==> config.mk <==
export PLATFORM = sky130hd
export DESIGN_NAME = mixer_acq_ctrl
export DESIGN_NICKNAME = d
export VERILOG_FILES = /design/src/rtl/mixer_acq_pkg.sv /design/src/rtl/acq_down_counter.sv /design/src/rtl/mixer_acq_ctrl.sv
export SDC_FILE = /design/constraint.sdc
export NUM_CORES = 1
export LEC_CHECK = 0
export ABC_CLOCK_PERIOD_IN_PS = 3600
export CORE_UTILIZATION = 51
export CTS_CLUSTER_SIZE = 8
export DETAILED_ROUTE_END_ITERATION = 7
export GPL_TIMING_DRIVEN = 0
export PLACE_DENSITY = 0.77
export SLEW_MARGIN = 20
export SYNTH_ARGS = -nofsm -noshare
export SYNTH_HDL_FRONTEND = slang
export SYNTH_SLANG_ARGS = --single-unit
==> constraint.sdc <==
create_clock -name clk -period 3.6 [get_ports clk]
set_input_delay 1.08 -clock clk [delete_from_list [all_inputs] [get_ports clk]]
set_output_delay 1.08 -clock clk [all_outputs]
set_load 0.01 [all_outputs]
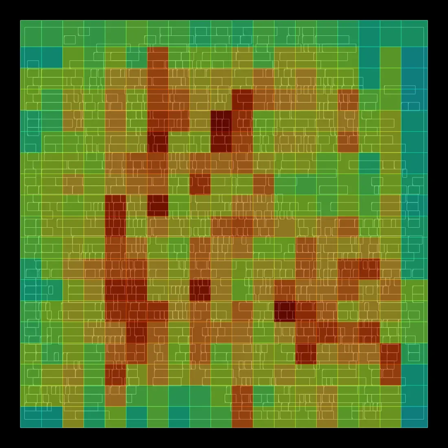
Figure 1: run 1, track usage over the die.
fin util: 0.651
drt wl/cell: 15.8 um
overall routing resource usage: 0.230
M3 GR Usage: 0.0513
GR Util met2: 0.374

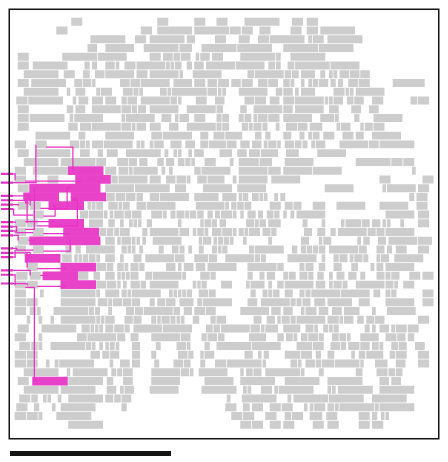
Figure 2: run 1, wires at chosen ports, followed through buffers.
The bar under the picture is 50 um long.
port	color	bits	direction	end cells	buffers	wire
cfg_dead_time	magenta	16	input	16	16	292 um
I/O Buffers: 109
I/O Pins: 110

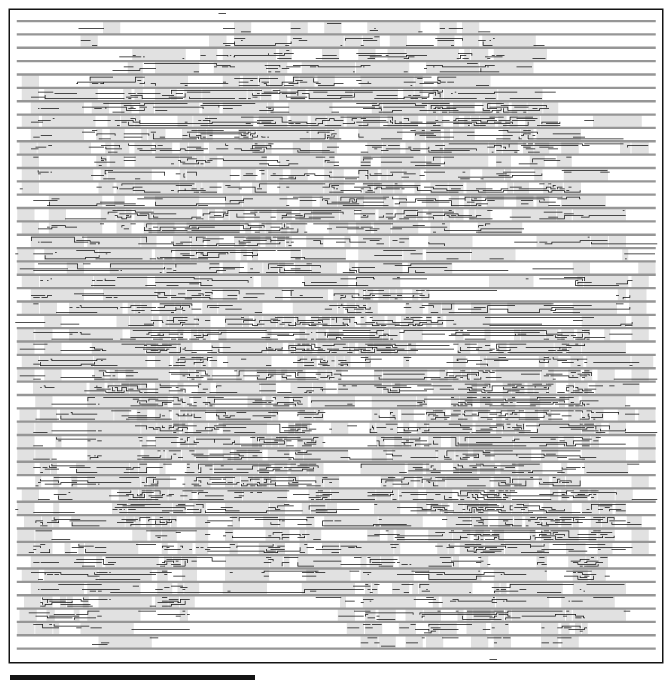
Figure 3: run 1, the metal 1 layer.
The bar under the picture is 50 um long. Supply wires on this layer in gray. Cells faint in the background.
share of all routed wire	45%
nets with wire on the layer	954
wire length on this layer	8670 um
longest straight run	39.6 um
main direction	horizontal
M1 GR Usage: 0.306
routed wire length: 19200 um
via count: 6865

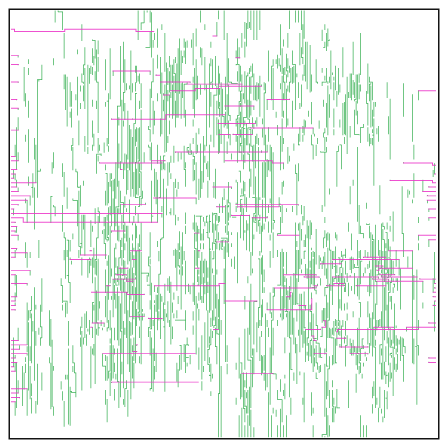
Figure 4: run 1, signal wires by layer.
Only two layers are drawn.
layer	color	wire length
metal 3	magenta	1050 um
metal 2	green	9080 um

==> out/qor.yml, run 1 <==
outcome:
  run_status: "finished, final reports clean"
sta:
  fmax_mhz: 293
  worst_slack_ns: 0.186
  period_minus_slack_ns: 3.41
  final.setup_skew_ns: 0.00905
  max-slew-margin-rel: 0.420
routing:
  vias_per_cell: 5.66
  highest_layer: "met4"
  met3_length_um: 1050
  ant_nets: 0
  wl_met2_um: 9080
  first_pass_iters: 5
  drt_iter0_markers: 482
yosys:
  syn_area_mm2: 0.00873
  numSynthFlops: 155
  logic_family: "simple AND/OR/NAND/NOR gates"
  synthFlopType: "edfxtp_1"
  synth-edff-count: 80
  synth_warnings: 0
  ys_sh_mux: 0.0417
  yosysUniqueCellTypes: 67
  common_cells: "edfxtp_1, dfrtp_1, nor2_1, xnor2_1, xor2_1"
  xor_area_frac: 0.114
clock_network:
  clock_sinks: 155
  path_clk_slew_ns: 0.06
  cts_resized: 8
min_path:
  hold_path_depth: 2
  hp-class: "reg2reg"
power:
  pwr-share-comb: 0.124
  vdd_drop_max_mv: 0.319
  power_frac_seq: 0.494
  top_power_group: "registers"
  swShare: 0.252
  comb-power_uw: 538
  p_int_mw: 3.25
setup_path:
  start_kind: "register"
  arrival_ns: 3.75
  worstPathCellList: "inv_1, ha_2, or4b_4, nor3_4, mux2i_1, or4b_4, or4b_1, buf_2, nand2_4, buf_8, mux2i_1"
  rr_worst_depth: 11
placed_design:
  placed_cell_area_mm2: 0.0101
  place_ws_ns: -0.496
  placed_cells: 1178
floorplan:
  coreArea_mm2: 0.0166
job:
  warnings: 29
layout:
  buffers: 171
  comb_area_share: 0.388
  clock_buffers: 20
global_route:
  grt_pass1_wl_um: 32200
  first_global_vias: 6715
## Run 2: what changed since run 1
--- a/config.mk
+++ b/config.mk
@@ -6,11 +6,13 @@
 export NUM_CORES = 1
 export LEC_CHECK = 0
 export ABC_CLOCK_PERIOD_IN_PS = 3600
+export CORE_MARGIN = 2
 export CORE_UTILIZATION = 51
 export CTS_CLUSTER_SIZE = 8
 export DETAILED_ROUTE_END_ITERATION = 7
 export GPL_TIMING_DRIVEN = 0
 export PLACE_DENSITY = 0.77
+export SETUP_SLACK_MARGIN = 0.05
 export SLEW_MARGIN = 20
 export SYNTH_ARGS = -nofsm -noshare
 export SYNTH_HDL_FRONTEND = slang
==> run 2 against run 1 <==
  * Critical path depth unchanged
  * Setup slack got worse by 0.036 ns
  * Register-to-register slack got worse by 0.04 ns
  * Wire length increased by 3.3%
  * Worst hold slack got worse by 0.0080 ns
  * Clock skew about the same
  * Clock-buffer cell count decreased by 1
  * Cell count about the same
  * Synthesized area unchanged
  * Core utilization increased by 0.090 points
  * Critical path type unchanged
  * Critical endpoint is now u_dly.cnt_q[17]
  * Largest power group unchanged
  * Highest routed layer unchanged
==> out/qor.yml, run 2 <==
outcome:
  run_status: "finished, final reports clean"
placed_design:
  hpwl_um: 14000
  placed_cell_area_mm2: 0.0101
  place_ws_ns: -0.477
  port_buffers: 109
clock_network:
  cts_resized: 11
  path_clk_slew_ns: 0.06
  clock_sinks: 155
yosys:
  yosys-stat-area_mm2: 0.00873
  syn_area_mm2: 0.00873
  numSynthFlops: 155
  synth_warnings: 0
  synthFlopType: "edfxtp_1"
  common_cells: "edfxtp_1, dfrtp_1, nor2_1, xnor2_1, xor2_1"
  logic_family: "simple AND/OR/NAND/NOR gates"
  ys_sh_mux: 0.0417
  synth-edff-count: 80
setup_path:
  arrival_ns: 3.80
  rr_worst_depth: 11
  start_kind: "register"
sta:
  worst_slack_ns: 0.150
  final.setup_skew_ns: 0.00930
  fmax_mhz: 290
  period_minus_slack_ns: 3.45
power:
  p_switching_mw: 1.13
  vdd_drop_max_mv: 0.345
  pwr-share-comb: 0.120
  power_frac_seq: 0.479
  top_power_group: "registers"
  comb-power_uw: 537
  p_int_mw: 3.35
  swShare: 0.252
floorplan:
  coreArea_mm2: 0.0166
min_path:
  hp-class: "reg2reg"
  hold_path_depth: 2
routing:
  ant_nets: 0
  wl_met2_um: 9650
  vias_per_cell: 5.69
  drt_iter0_markers: 423
  highest_layer: "met4"
  first_pass_iters: 5
layout:
  final_cell_mix: "clkdlybuf4s50_1, edfxtp_1, dfrtp_1"
  clock_buffers: 19
  buffers: 170
  comb_area_share: 0.386
global_route:
  grt_pass1_wl_um: 32900
  grtUsageMet2: 0.380
  grtUsageMet3: 0.0495
  first_global_vias: 6947
job:
  warnings: 29
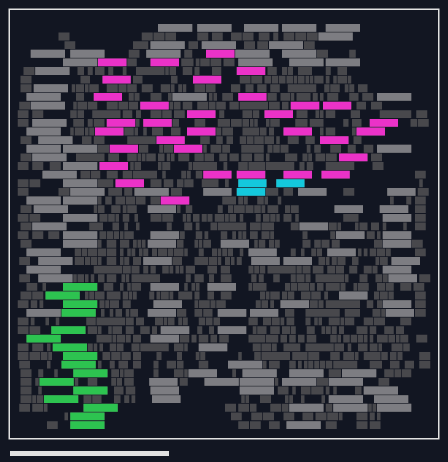
Figure 5: run 2, register map, names as in the netlist.
The bar under the picture is 50 um long. Other sequential cells in the stronger gray, the rest of the logic in the fainter gray.
netlist name	color	sequential cells
words_q	green	16
state_q	cyan	3
u_dly.cnt_q	magenta	32
not colored	104
Flop area: 0.00428 mm^2
flop share of the area: 0.394
sequential power: 2.14 mW
fin util: 0.652

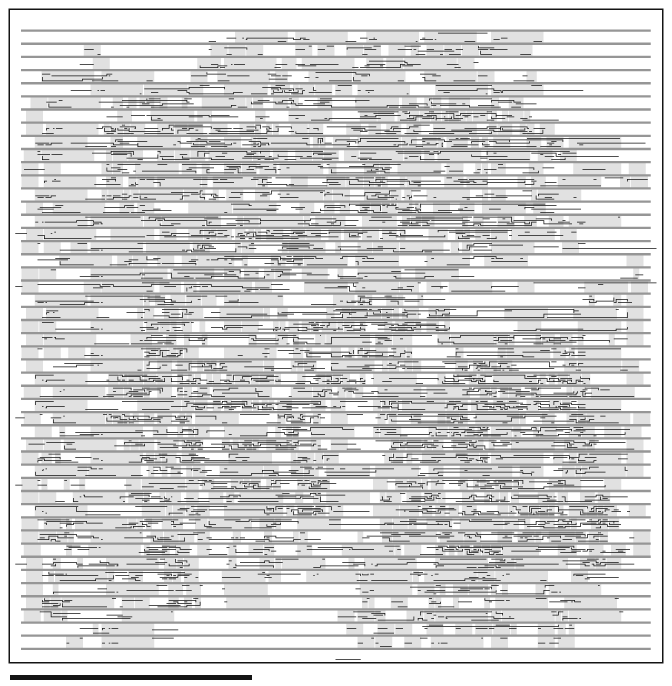
Figure 6: run 2, the metal 1 layer.
The bar under the picture is 50 um long. Supply wires on this layer in gray. Cells faint in the background.
via count: 6895
M1 GR Usage: 0.296

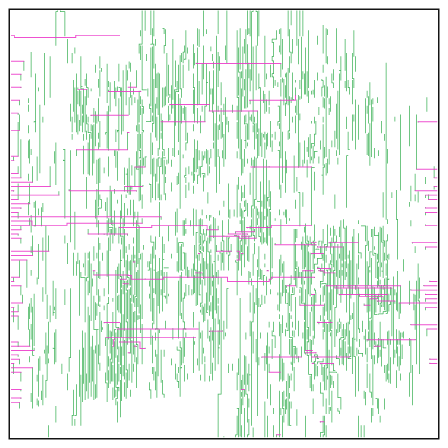
Figure 7: run 2, signal wires by layer.
Only two layers are drawn.
layer	color	wire length
metal 2	green	9650 um
metal 3	magenta	1020 um
drt wl/cell: 16.4 um
routed wire length: 19800 um
overall routing resource usage: 0.228

Power is estimated from default activity; no workload was simulated.
